**config.mk**
```make
export PLATFORM = sky130hd
export DESIGN_NAME = subterranean_rounds_multi_n
export DESIGN_NICKNAME = d
export VERILOG_FILES = /design/src/rtl/subterranean_rounds_multi_n.sv
export SDC_FILE = /design/constraint.sdc
export NUM_CORES = 2
export LEC_CHECK = 0
export ABC_AREA = 1
export ABC_CLOCK_PERIOD_IN_PS = 3880
export CORE_ASPECT_RATIO = 0.6
export CORE_MARGIN = 2
export CORE_UTILIZATION = 50
export CTS_CLUSTER_SIZE = 14
export DETAILED_ROUTE_END_ITERATION = 8
export PLACE_DENSITY = 0.67
export REMOVE_ABC_BUFFERS = 1
export SYNTH_ARGS = -nofsm -noshare
export SYNTH_HDL_FRONTEND = slang
export SYNTH_SLANG_ARGS = --single-unit
```
**constraint.sdc**
```tcl
create_clock -name clk -period 3.88 [get_ports clk]
set_input_delay 0.776 -clock clk [delete_from_list [all_inputs] [get_ports clk]]
set_output_delay 0.776 -clock clk [all_outputs]
set_load 0.01 [all_outputs]
```
**src/rtl/subterranean_rounds_multi_n.sv**
```systemverilog
// Subterranean 2.0 duplex engine applying up to LANES duplex rounds per beat,
// with a registered one-entry output stage and a self-timed blank-round sequencer.
module subterranean_rounds_multi_n #(
  parameter int LANES        = 2,
  parameter int BLANK_ROUNDS = 8
) (
  input  logic                   clk,
  input  logic                   arstn,
  input  logic                   init,
  input  logic                   encrypt,
  input  logic                   decrypt,
  input  logic                   blank_start,
  input  logic [3:0]             din_rounds,
  input  logic [32*LANES-1:0]    din,
  input  logic [3*LANES-1:0]     din_size,
  input  logic                   din_valid,
  output logic                   din_ready,
  output logic [32*LANES-1:0]    dout,
  output logic                   dout_valid,
  input  logic                   dout_ready,
  output logic                   free,
  output logic                   finish
);

  localparam logic [7:0] BLANK_LOAD = 8'(BLANK_ROUNDS);
  localparam logic [3:0] LANES_N    = 4'(LANES);

  // One unkeyed Subterranean round: chi, iota, theta, pi over the 257-bit state.
  function automatic logic [256:0] sbt_round(input logic [256:0] s);
    logic [256:0] a;
    logic [256:0] b;
    logic [256:0] c;
    for (int i = 0; i < 257; i++) begin
      a[9'(i)] = s[9'(i)] ^ (~s[9'((i + 1) % 257)] & s[9'((i + 2) % 257)]);
    end
    a[0] = ~a[0];
    for (int i = 0; i < 257; i++) begin
      b[9'(i)] = a[9'(i)] ^ a[9'((i + 3) % 257)] ^ a[9'((i + 8) % 257)];
    end
    for (int i = 0; i < 257; i++) begin
      c[9'(i)] = b[9'((12 * i) % 257)];
    end
    return c;
  endfunction

  // Inject the 33-bit padded lane at positions 12^(4j) mod 257 (multiplier 176).
  function automatic logic [256:0] sbt_absorb(input logic [256:0] s, input logic [32:0] sig);
    logic [256:0] r;
    int           p;
    r = s;
    p = 1;
    for (int j = 0; j < 33; j++) begin
      r[9'(p)] = r[9'(p)] ^ sig[6'(j)];
      p = (p * 176) % 257;
    end
    return r;
  endfunction

  // Squeeze 32 bits: z_i = s[12^(4i)] ^ s[-12^(4i)].
  function automatic logic [31:0] sbt_extract(input logic [256:0] s);
    logic [31:0] z;
    int          p;
    p = 1;
    for (int i = 0; i < 32; i++) begin
      z[5'(i)] = s[9'(p)] ^ s[9'(257 - p)];
      p = (p * 176) % 257;
    end
    return z;
  endfunction

  // Lane padding: bit 8s for partial lanes, bit 32 for a full lane, raw otherwise.
  function automatic logic [32:0] lane_pad(input logic [31:0] x, input logic [2:0] sz);
    logic [32:0] p;
    p = {1'b0, x};
    case (sz)
      3'd0:    p[0]  = ~p[0];
      3'd1:    p[8]  = ~p[8];
      3'd2:    p[16] = ~p[16];
      3'd3:    p[24] = ~p[24];
      3'd4:    p[32] = 1'b1;
      default: p     = p;
    endcase
    return p;
  endfunction

  // Squeeze mask: only the low s bytes are used for partial encrypt/decrypt lanes.
  function automatic logic [31:0] lane_mask(input logic [2:0] sz, input logic crypt);
    logic [31:0] m;
    if (crypt) begin
      case (sz)
        3'd0:    m = 32'h0000_0000;
        3'd1:    m = 32'h0000_00FF;
        3'd2:    m = 32'h0000_FFFF;
        3'd3:    m = 32'h00FF_FFFF;
        default: m = 32'hFFFF_FFFF;
      endcase
    end else begin
      m = 32'hFFFF_FFFF;
    end
    return m;
  endfunction

  logic [256:0]          state_r;
  logic [7:0]            cnt_r;
  logic                  free_r;
  logic                  finish_r;
  logic [32*LANES-1:0]   dout_r;
  logic                  dout_valid_r;

  logic                  blank_run_s;
  logic                  din_ready_s;
  logic                  accept_s;
  logic                  crypt_s;
  logic                  dec_s;
  logic [3:0]            rounds_s;
  logic [256:0]          chain_s;
  logic [256:0]          next_state_s;
  logic [32*LANES-1:0]   lane_out_s;
  logic [31:0]           lane_x_s;
  logic [2:0]            lane_sz_s;
  logic [31:0]           lane_sq_s;
  logic [31:0]           lane_y_s;
  logic [31:0]           lane_ab_s;

  assign blank_run_s = (cnt_r != 8'd0);
  assign din_ready_s = free_r & ~blank_start & ~init & (~dout_valid_r | dout_ready);
  assign accept_s    = din_valid & din_ready_s;
  assign crypt_s     = (encrypt | decrypt) & ~blank_run_s;
  assign dec_s       = decrypt & ~blank_run_s;

  // Number of rounds this cycle: blank counter or din_rounds, clamped to LANES.
  always_comb begin
    rounds_s = 4'd0;
    if (blank_run_s) begin
      if (cnt_r > {4'd0, LANES_N}) rounds_s = LANES_N;
      else                         rounds_s = cnt_r[3:0];
    end else begin
      if (din_rounds > LANES_N) rounds_s = LANES_N;
      else                      rounds_s = din_rounds;
    end
  end

  // Round chain: lane k is squeezed from and absorbed by round k+1; tap after rounds_s rounds.
  always_comb begin
    chain_s      = state_r;
    next_state_s = state_r;
    lane_out_s   = din;
    lane_x_s     = 32'd0;
    lane_sz_s    = 3'd0;
    lane_sq_s    = 32'd0;
    lane_y_s     = 32'd0;
    lane_ab_s    = 32'd0;
    for (int k = 0; k < LANES; k++) begin
      if (blank_run_s) begin
        lane_x_s  = 32'd0;
        lane_sz_s = 3'd0;
      end else begin
        lane_x_s  = din[32*k +: 32];
        lane_sz_s = din_size[3*k +: 3];
      end
      lane_sq_s = sbt_extract(chain_s);
      lane_y_s  = lane_x_s ^ (lane_sq_s & lane_mask(lane_sz_s, crypt_s));
      if (dec_s) lane_ab_s = lane_y_s;
      else       lane_ab_s = lane_x_s;
      chain_s = sbt_absorb(sbt_round(chain_s), lane_pad(lane_ab_s, lane_sz_s));
      if (k < int'(rounds_s)) begin
        lane_out_s[32*k +: 32] = lane_y_s;
      end else begin
        lane_out_s[32*k +: 32] = lane_x_s;
      end
      if (k + 1 == int'(rounds_s)) next_state_s = chain_s;
      else                         next_state_s = next_state_s;
    end
  end

  // State, blank sequencer and completion pulse; init outranks blank_start and data.
  always_ff @(posedge clk or negedge arstn) begin
    if (!arstn) begin
      state_r  <= 257'd0;
      cnt_r    <= 8'd0;
      free_r   <= 1'b1;
      finish_r <= 1'b0;
    end else begin
      finish_r <= 1'b0;
      if (init) begin
        state_r <= 257'd0;
        cnt_r   <= 8'd0;
        free_r  <= 1'b1;
      end else if (blank_run_s) begin
        state_r <= next_state_s;
        cnt_r   <= cnt_r - {4'd0, rounds_s};
        if (cnt_r == {4'd0, rounds_s}) begin
          free_r   <= 1'b1;
          finish_r <= 1'b1;
        end
      end else if (blank_start) begin
        cnt_r  <= BLANK_LOAD;
        free_r <= 1'b0;
      end else if (accept_s) begin
        state_r  <= next_state_s;
        finish_r <= 1'b1;
      end
    end
  end

  // One-entry output stage; refills in the same cycle it drains.
  always_ff @(posedge clk or negedge arstn) begin
    if (!arstn) begin
      dout_r       <= '0;
      dout_valid_r <= 1'b0;
    end else if (accept_s) begin
      dout_r       <= lane_out_s;
      dout_valid_r <= 1'b1;
    end else if (dout_ready) begin
      dout_valid_r <= 1'b0;
    end
  end

  assign din_ready  = din_ready_s;
  assign dout       = dout_r;
  assign dout_valid = dout_valid_r;
  assign free       = free_r;
  assign finish     = finish_r;

endmodule

```
==> results.ini <==
[run_status]
outcome = finished with violations
violations = setup timing

[cells_and_area]
sh_seq_area_pct = 17.6
multiInputCombCellCount = 4885
flop-count = 329
largest_reg_flops = 254
inv_count = 744

[place]
dpl-instance-area_um2 = 45400
gp_congestion = 1.18
port_buffers = 149
pre_cts_ws_ns = 0.0549

[timing]
final.setup.worst_slack_ns = -0.116
setup_viol = 5
final.setup.tns_ns = -0.246

[route]
dr.max_layer_used = met5
wl_met1_mm = 84.8
drt_iter0_drc = 8618
wl_met3_mm = 48.5
route.detailed.drc = 0

[cts]
cts_root_buffer = clkbuf_16
clkLatencyLatePin_ns = 0.63
cts_hold_buffers = 0

[logic_synthesis]
top_logic_kind = simple AND/OR/NAND/NOR gates
yosysTopAreaCell = nand2_1
postSynthSeqShare_pct = 21.2
aoi_share_pct = 10.1
ys_cells = 6105

[global_route]
globalRouteMet1Util_pct = 70.5
grt_pass1_wl_mm = 302
grt_max_degree = 137

[floorplanning]
initCoreUtil_pct = 50.4
ioPinCount = 150

[job]
warnings = 29

Figure 1. Close-up of the layout.
Region (258, 40) to (288, 70) um. Cells in grey, sequential cells in the stronger grey; small squares are vias.
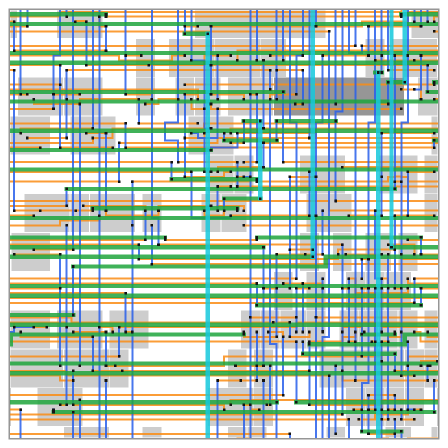
Key: orange = M1; cyan = M4; blue = M2; green = M3
Sequential cells in the window: 1. Netlist names of flops here include state_r (1). Most frequent: nand2_1 (23), xor2_1 (14), inv_1 (11). 69 logic cells have their middle in the window.

Figure 2. Clock wires, drivers and flops.
Bar = 100 um.
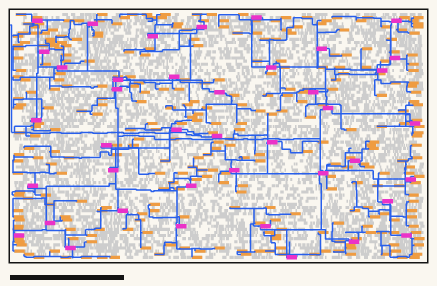
Key: magenta = clock-net drivers [count 41]; orange = flip-flops [count 329]; blue = clock wires [length 6900 um]
Position of the flops: spread over the die.

